===== src/rtl/param_shift_register_pkg.sv =====
// rtl/param_shift_register_pkg.sv - mode encodings and FSM state type for the shift register
package shift_pkg;

    typedef enum logic [2:0] {
        MODE_HOLD  = 3'b000,
        MODE_SHR   = 3'b001,
        MODE_SHL   = 3'b010,
        MODE_LOAD  = 3'b011,
        MODE_ROR   = 3'b100,
        MODE_ROL   = 3'b101,
        MODE_ASR   = 3'b110,
        MODE_CLEAR = 3'b111
    } mode_e;

    typedef enum logic {
        ST_IDLE  = 1'b0,
        ST_BURST = 1'b1
    } state_e;

    // Only shift-type modes may be repeated as a burst.
    function automatic logic is_shift_mode(input mode_e m);
        return (m == MODE_SHR) || (m == MODE_SHL) || (m == MODE_ROR) ||
               (m == MODE_ROL) || (m == MODE_ASR);
    endfunction

endpackage


===== src/rtl/param_shift_register_if.sv =====
// rtl/param_shift_register_if.sv - control, data and status bundle of the shift register
interface param_shift_register_if #(
    parameter int WIDTH = 8,
    parameter int CNT_W = 4
);
    logic             en;
    logic [2:0]       mode;
    logic [WIDTH-1:0] parallel_in;
    logic             serial_in_left;
    logic             serial_in_right;
    logic             start;
    logic [CNT_W-1:0] burst_cnt;
    logic [WIDTH-1:0] Q;
    logic             busy;
    logic             done;
    logic             serial_out_right;
    logic             serial_out_left;

    modport master (
        output en, mode, parallel_in, serial_in_left, serial_in_right, start, burst_cnt,
        input  Q, busy, done, serial_out_right, serial_out_left
    );

    modport slave (
        input  en, mode, parallel_in, serial_in_left, serial_in_right, start, burst_cnt,
        output Q, busy, done, serial_out_right, serial_out_left
    );
endinterface


===== src/rtl/param_shift_register_shift_op.sv =====
// rtl/param_shift_register_shift_op.sv - combinational next-value function for every mode
module shift_op
    import shift_pkg::*;
#(
    parameter int WIDTH = 8
) (
    input  logic [WIDTH-1:0] q,
    input  mode_e            mode,
    input  logic             serial_in_left,
    input  logic             serial_in_right,
    input  logic [WIDTH-1:0] parallel_in,
    output logic [WIDTH-1:0] q_next
);

    always_comb begin
        q_next = q;
        case (mode)
            MODE_HOLD:  q_next = q;
            MODE_SHR:   q_next = {serial_in_left, q[WIDTH-1:1]};
            MODE_SHL:   q_next = {q[WIDTH-2:0], serial_in_right};
            MODE_LOAD:  q_next = parallel_in;
            MODE_ROR:   q_next = {q[0], q[WIDTH-1:1]};
            MODE_ROL:   q_next = {q[WIDTH-2:0], q[WIDTH-1]};
            MODE_ASR:   q_next = {q[WIDTH-1], q[WIDTH-1:1]};
            MODE_CLEAR: q_next = '0;
            default:    q_next = q;
        endcase
    end

endmodule


===== src/rtl/param_shift_register.sv =====
// rtl/param_shift_register.sv - shift register with single-step and counted burst operation
module param_shift_register
    import shift_pkg::*;
#(
    parameter int WIDTH = 8,
    parameter int CNT_W = 4
) (
    input  logic                  clk,
    input  logic                  reset,
    param_shift_register_if.slave bus
);

    state_e           state;
    mode_e            cap_mode;
    logic [CNT_W-1:0] cnt;
    logic [WIDTH-1:0] q;
    logic [WIDTH-1:0] q_next;
    mode_e            req_mode;
    mode_e            op_mode;
    logic             burst_req;

    assign req_mode  = mode_e'(bus.mode);
    assign burst_req = bus.start && is_shift_mode(req_mode);
    // Single-step and burst paths share one datapath; the burst uses the captured mode.
    assign op_mode   = (state == ST_BURST) ? cap_mode : req_mode;

    shift_op #(.WIDTH(WIDTH)) u_shift_op (
        .q               (q),
        .mode            (op_mode),
        .serial_in_left  (bus.serial_in_left),
        .serial_in_right (bus.serial_in_right),
        .parallel_in     (bus.parallel_in),
        .q_next          (q_next)
    );

    always_ff @(posedge clk or posedge reset) begin
        if (reset) begin
            state    <= ST_IDLE;
            cap_mode <= MODE_HOLD;
            cnt      <= '0;
            q        <= '0;
            bus.busy <= 1'b0;
            bus.done <= 1'b0;
        end else begin
            bus.done <= 1'b0;
            case (state)
                ST_IDLE: begin
                    if (burst_req) begin
                        if (bus.burst_cnt != '0) begin
                            cap_mode <= req_mode;
                            cnt      <= bus.burst_cnt;
                            state    <= ST_BURST;
                            bus.busy <= 1'b1;
                        end else begin
                            bus.done <= 1'b1;
                        end
                    end else if (bus.en) begin
                        q <= q_next;
                    end
                end
                ST_BURST: begin
                    q <= q_next;
                    if (cnt != '0) begin
                        cnt <= cnt - 1'b1;
                    end
                    if (cnt <= 1) begin
                        state    <= ST_IDLE;
                        bus.busy <= 1'b0;
                        bus.done <= 1'b1;
                    end
                end
                default: state <= ST_IDLE;
            endcase
        end
    end

    assign bus.Q                = q;
    assign bus.serial_out_right = q[0];
    assign bus.serial_out_left  = q[WIDTH-1];

endmodule


===== src/flat_wrapper.sv =====
// flat-port wrapper written by rule: the top's interface ports become plain ports
module param_shift_register_flat import shift_pkg::*;
#(
    parameter int WIDTH = 8,
    parameter int CNT_W = 4
)
  (clk, reset, bus_en, bus_mode, bus_parallel_in, bus_serial_in_left, bus_serial_in_right, bus_start, bus_burst_cnt, bus_Q, bus_busy, bus_done, bus_serial_out_right, bus_serial_out_left);
  param_shift_register_if #(.WIDTH(WIDTH), .CNT_W(CNT_W)) bus_i ();
  input  logic clk;
  input  logic reset;
  input wire logic [$bits(bus_i.en)-1:0] bus_en;
  input wire logic [$bits(bus_i.mode)-1:0] bus_mode;
  input wire logic [$bits(bus_i.parallel_in)-1:0] bus_parallel_in;
  input wire logic [$bits(bus_i.serial_in_left)-1:0] bus_serial_in_left;
  input wire logic [$bits(bus_i.serial_in_right)-1:0] bus_serial_in_right;
  input wire logic [$bits(bus_i.start)-1:0] bus_start;
  input wire logic [$bits(bus_i.burst_cnt)-1:0] bus_burst_cnt;
  output wire logic [$bits(bus_i.Q)-1:0] bus_Q;
  output wire logic [$bits(bus_i.busy)-1:0] bus_busy;
  output wire logic [$bits(bus_i.done)-1:0] bus_done;
  output wire logic [$bits(bus_i.serial_out_right)-1:0] bus_serial_out_right;
  output wire logic [$bits(bus_i.serial_out_left)-1:0] bus_serial_out_left;
  assign bus_i.en = bus_en;
  assign bus_i.mode = bus_mode;
  assign bus_i.parallel_in = bus_parallel_in;
  assign bus_i.serial_in_left = bus_serial_in_left;
  assign bus_i.serial_in_right = bus_serial_in_right;
  assign bus_i.start = bus_start;
  assign bus_i.burst_cnt = bus_burst_cnt;
  assign bus_Q = bus_i.Q;
  assign bus_busy = bus_i.busy;
  assign bus_done = bus_i.done;
  assign bus_serial_out_right = bus_i.serial_out_right;
  assign bus_serial_out_left = bus_i.serial_out_left;
  param_shift_register #(.WIDTH(WIDTH), .CNT_W(CNT_W)) u_core (.clk(clk), .reset(reset), .bus(bus_i));
endmodule

===== config.mk =====
export PLATFORM = sky130hd
export DESIGN_NAME = param_shift_register_flat
export DESIGN_NICKNAME = d
export VERILOG_FILES = /design/src/rtl/param_shift_register_pkg.sv /design/src/rtl/param_shift_register_if.sv /design/src/rtl/param_shift_register_shift_op.sv /design/src/rtl/param_shift_register.sv /design/src/flat_wrapper.sv
export SDC_FILE = /design/constraint.sdc
export NUM_CORES = 1
export LEC_CHECK = 0
export CAP_MARGIN = 10
export CORE_ASPECT_RATIO = 2
export CORE_MARGIN = 2
export CORE_UTILIZATION = 50
export DETAILED_ROUTE_END_ITERATION = 10
export GPL_ROUTABILITY_DRIVEN = 0
export GPL_TIMING_DRIVEN = 0
export HOLD_SLACK_MARGIN = 0.06
export PLACE_DENSITY = 0.84
export SYNTH_ARGS = -nofsm -noshare
export SYNTH_HDL_FRONTEND = slang
export SYNTH_HIERARCHICAL = 1
export SYNTH_SLANG_ARGS = --single-unit

===== constraint.sdc =====
create_clock -name clk -period 2.9 [get_ports clk]
set_input_delay 0.58 -clock clk [delete_from_list [all_inputs] [get_ports clk]]
set_output_delay 0.58 -clock clk [all_outputs]
set_load 0.02 [all_outputs]

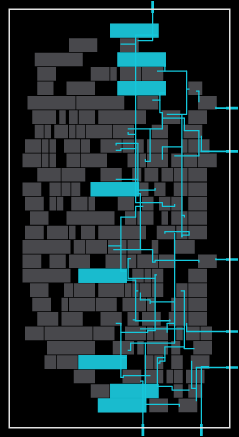
(port wiring)
port	color	bits	direction	edge	end cells	buffers	wire
bus_Q	cyan	8	output	5 right, 2 bottom, 1 top	8	10	459 µm

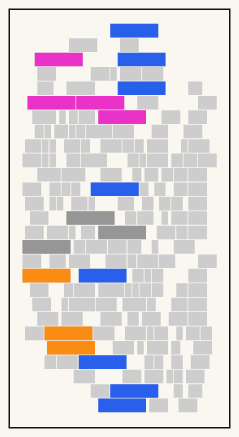
(sequential cells colored by netlist name)
Other sequential cells in the stronger gray, the rest of the logic in the fainter gray.
name in the netlist	color	flops
u_core/bus.Q	blue	8
u_core/cap_mode	orange	3
u_core/cnt	magenta	4

==> summary.rpt <==
====================================================================================
Hold buffer count at cts ..............................................            0
Period minus WS final .................................................      2.73 ns
Number of max-slew violations in the final report .....................            0
Yosys stat cell total .................................................          143
Dominant combinational cell family by area after synthesis ............ AND-OR/OR-AND gates
Hold violation total from the final report ............................            0
Total of warnings raised by yosys .....................................            6
Detailed Route Iter0 Violations .......................................           53
Least-Margin Pin Slew .................................................     0.804 ns
Final Cell Area .......................................................     1810 µm²
Count of max-cap constraint violations ................................            0
Slowest cell delay on critical path ...................................      0.42 ns
Timing startpoint of the critical path ................................ u_core/state
Total Nets Final ......................................................          204
Tap cell instance count ...............................................           29
Hold Startpoint ....................................................... u_core/bus.busy
Cell internal pwr .....................................................      1360 µW
AND-OR/OR-AND share of the synthesized area ...........................        23.6%
Core Util at FP .......................................................        51.6%
Power density normalized to cell area .................................  1320 nW/µm²
Maximum number of pins on one net before global-route repair ..........           19
Final routed DRC violation total ......................................            0
Number of enable-type register cells in the synthesized netlist .......            0
Final setup violation count ...........................................            0
Post-route insts no fill ..............................................          208
Number of post-CTS setup repair buffers ...............................            0
Core occupancy in the finished layout .................................        66.9%
CTS sink cnt ..........................................................           18
Worst Setup Start Kind ................................................     register
Total Routing Usage GR ................................................        26.8%
Clock transition at path regs .........................................      0.07 ns
Combinational cell power ..............................................      1650 µW
Most common reg cell ..................................................      dfrtp_1
Die Y .................................................................      78.7 µm
Largest delay share family, worst path ................................ buffers and inverters
Combinational group share of total power ..............................        68.9%
Met3 routed wirelength ................................................       192 µm
Number of detailed-route iterations in the first pass .................            4
Cell count after placement ............................................          204
RSZ-0062 raised after global routing ..................................           no
Multi-input comb cells ................................................          107
Status ................................................................ complete, no violations
Count of tool warnings ................................................           28
Total area of sequential cells ........................................      450 µm²
Setup TNS .............................................................         0 ns
Placed wire-length estimate after detailed placement ..................      2.94 mm
Wire length per cell after detailed routing ...........................      18.2 µm
Count of fill cells added during filler insertion .....................          229
Total vias in the final route .........................................        1,318
R2R cell count ........................................................            8
Switching Share .......................................................        43.3%
Hold Path Class .......................................................      reg2reg
End of the worst hold path ............................................ u_core/bus.busy
Top sig layer .........................................................         met4
Worst Path Class, Setup ...............................................      reg2reg
Slack of the worst reg-to-reg path ....................................      0.17 ns
Combinational share of cell area ......................................        46.2%
Ratio of cells with drive above 1 in the final layout .................        24.0%
Main area contributors ................................................ dfrtp_1, mux2_2, buf_6
Fin Clk Skew ..........................................................   0.00314 ns
Via-per-instance ratio ................................................         6.34
Count of cell instances traversed by the critical path ................            8
Highest Clock Rate ....................................................    0.366 GHz
Antenna diode count ...................................................            0
Total Wirelength ......................................................      3.79 mm
Power in the clock group ..............................................       207 µW
Worst supply voltage drop on vdd ......................................     0.735 mV
Non-clock inverter total of the final layout ..........................            7
Post-Synth Simple-Gate Area ...........................................        14.3%
Dominant class by area ................................................ combinational gates
Post-cts sizing count .................................................            0
Area reported by Yosys stat ...........................................     1400 µm²
Met2 routed wirelength ................................................      2.10 mm
Top cell area share ...................................................        32.3%
Later-pin clock latency in the skew report ............................      0.26 ns
Startpoint of the lowest-slack register-to-register path .............. u_core/state
Critical Path End ..................................................... u_core/bus.Q[0]
Flop share of the area ................................................        24.9%
Flip-flops ............................................................           18
Clock buffer count from CTS ...........................................            3
CP arrival ............................................................      2.88 ns
WHS Path Cells ........................................................            1
Cell accounting for the most synthesized area .........................      dfrtp_1
Syn Area/Cell .........................................................     9.76 µm²
Worst-path cell with the longest stage delay ..........................     clkbuf_1
Relative slew slack ...................................................        46.4%
GRT met3 Usage ........................................................        3.91%
NetSw .................................................................      1040 µW
Max reg flops .........................................................            8
Proportion of synthesized flip-flops having asynchronous set or reset .         100%
Bufs w/o clock ........................................................           43
Met1 track demand over resource .......................................        24.6%
Total core area .......................................................     2700 µm²
Fin worst setup slack .................................................     0.166 ns
Met2 GRT Util .........................................................        47.0%
Area of the mapped netlist ............................................     1400 µm²
Clock root buffer .....................................................     clkbuf_8
Worst path required time ..............................................      3.05 ns
Tally of unique sky130hd cells used after synthesis ...................           45
Clock buffer instance count of the final layout .......................            4
Via count of the first global-routing pass ............................        1,356
Clock power share .....................................................         8.6%
Post-synthesis share of cell area spent on xor and xnor gates .........        1.26%
Most common cell after layout, fill and taps aside .................... clkdlybuf4s50_1
Initial antenna violation count .......................................            0
Worst-case hold slack .................................................     0.500 ns
Number of nets at floorplan ...........................................          167
Multi-input gate area in the final layout .............................      835 µm²
Clock tree from TritonCTS .............................................         done
Total routed wire length on the met1 layer ............................      1.33 mm
Chip footprint ........................................................     3250 µm²
Remaining antenna violation count .....................................            0
Share of power burned in registers ....................................        22.4%
Area growth from synthesis to layout ..................................        29.5%
Buffers from clock root to sink, at most ..............................            2
Post-Place Setup Slack ................................................     0.215 ns
Number of storage elements in the synthesis netlist ...................           18
P_seq .................................................................       537 µW
Global-route layer with the greatest usage ............................         met2
Area share of buffers outside the clock network .......................        22.4%
Site row count ........................................................           27
Period utilization ....................................................        94.3%
Leakage power summed over all cells ...................................  0.000729 µW
Bufs and invs on worst path ...........................................            3
Highest-power group ................................................... combinational cells
Critical register-to-register path endpoint ........................... u_core/bus.Q[0]
Grt total ovfl ........................................................            0
Mux cell area share after synthesis ...................................        18.0%
Cell area after placement .............................................     1750 µm²
Largest fanout on the critical path ...................................           10
Total power after layout ..............................................      2390 µW
Depth of the CTS H-tree ...............................................            1
I/O pin count .........................................................           33
====================================================================================
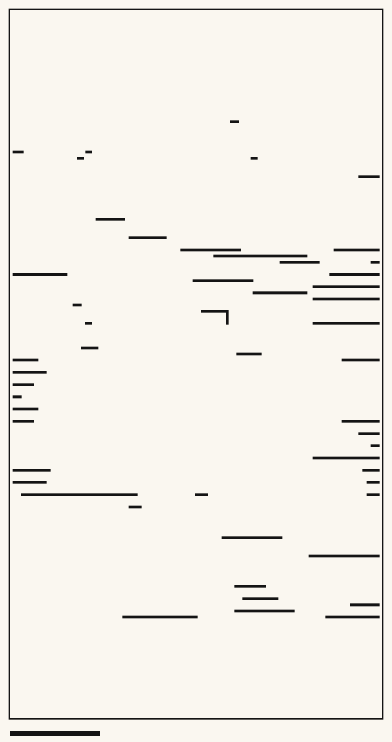
(signal wires on met3)
Scale bar: 10 µm.
longest straight run	12.6 µm
main direction	horizontal
share of all routed wire	5.1%

Power and IR drop assume default switching activity.
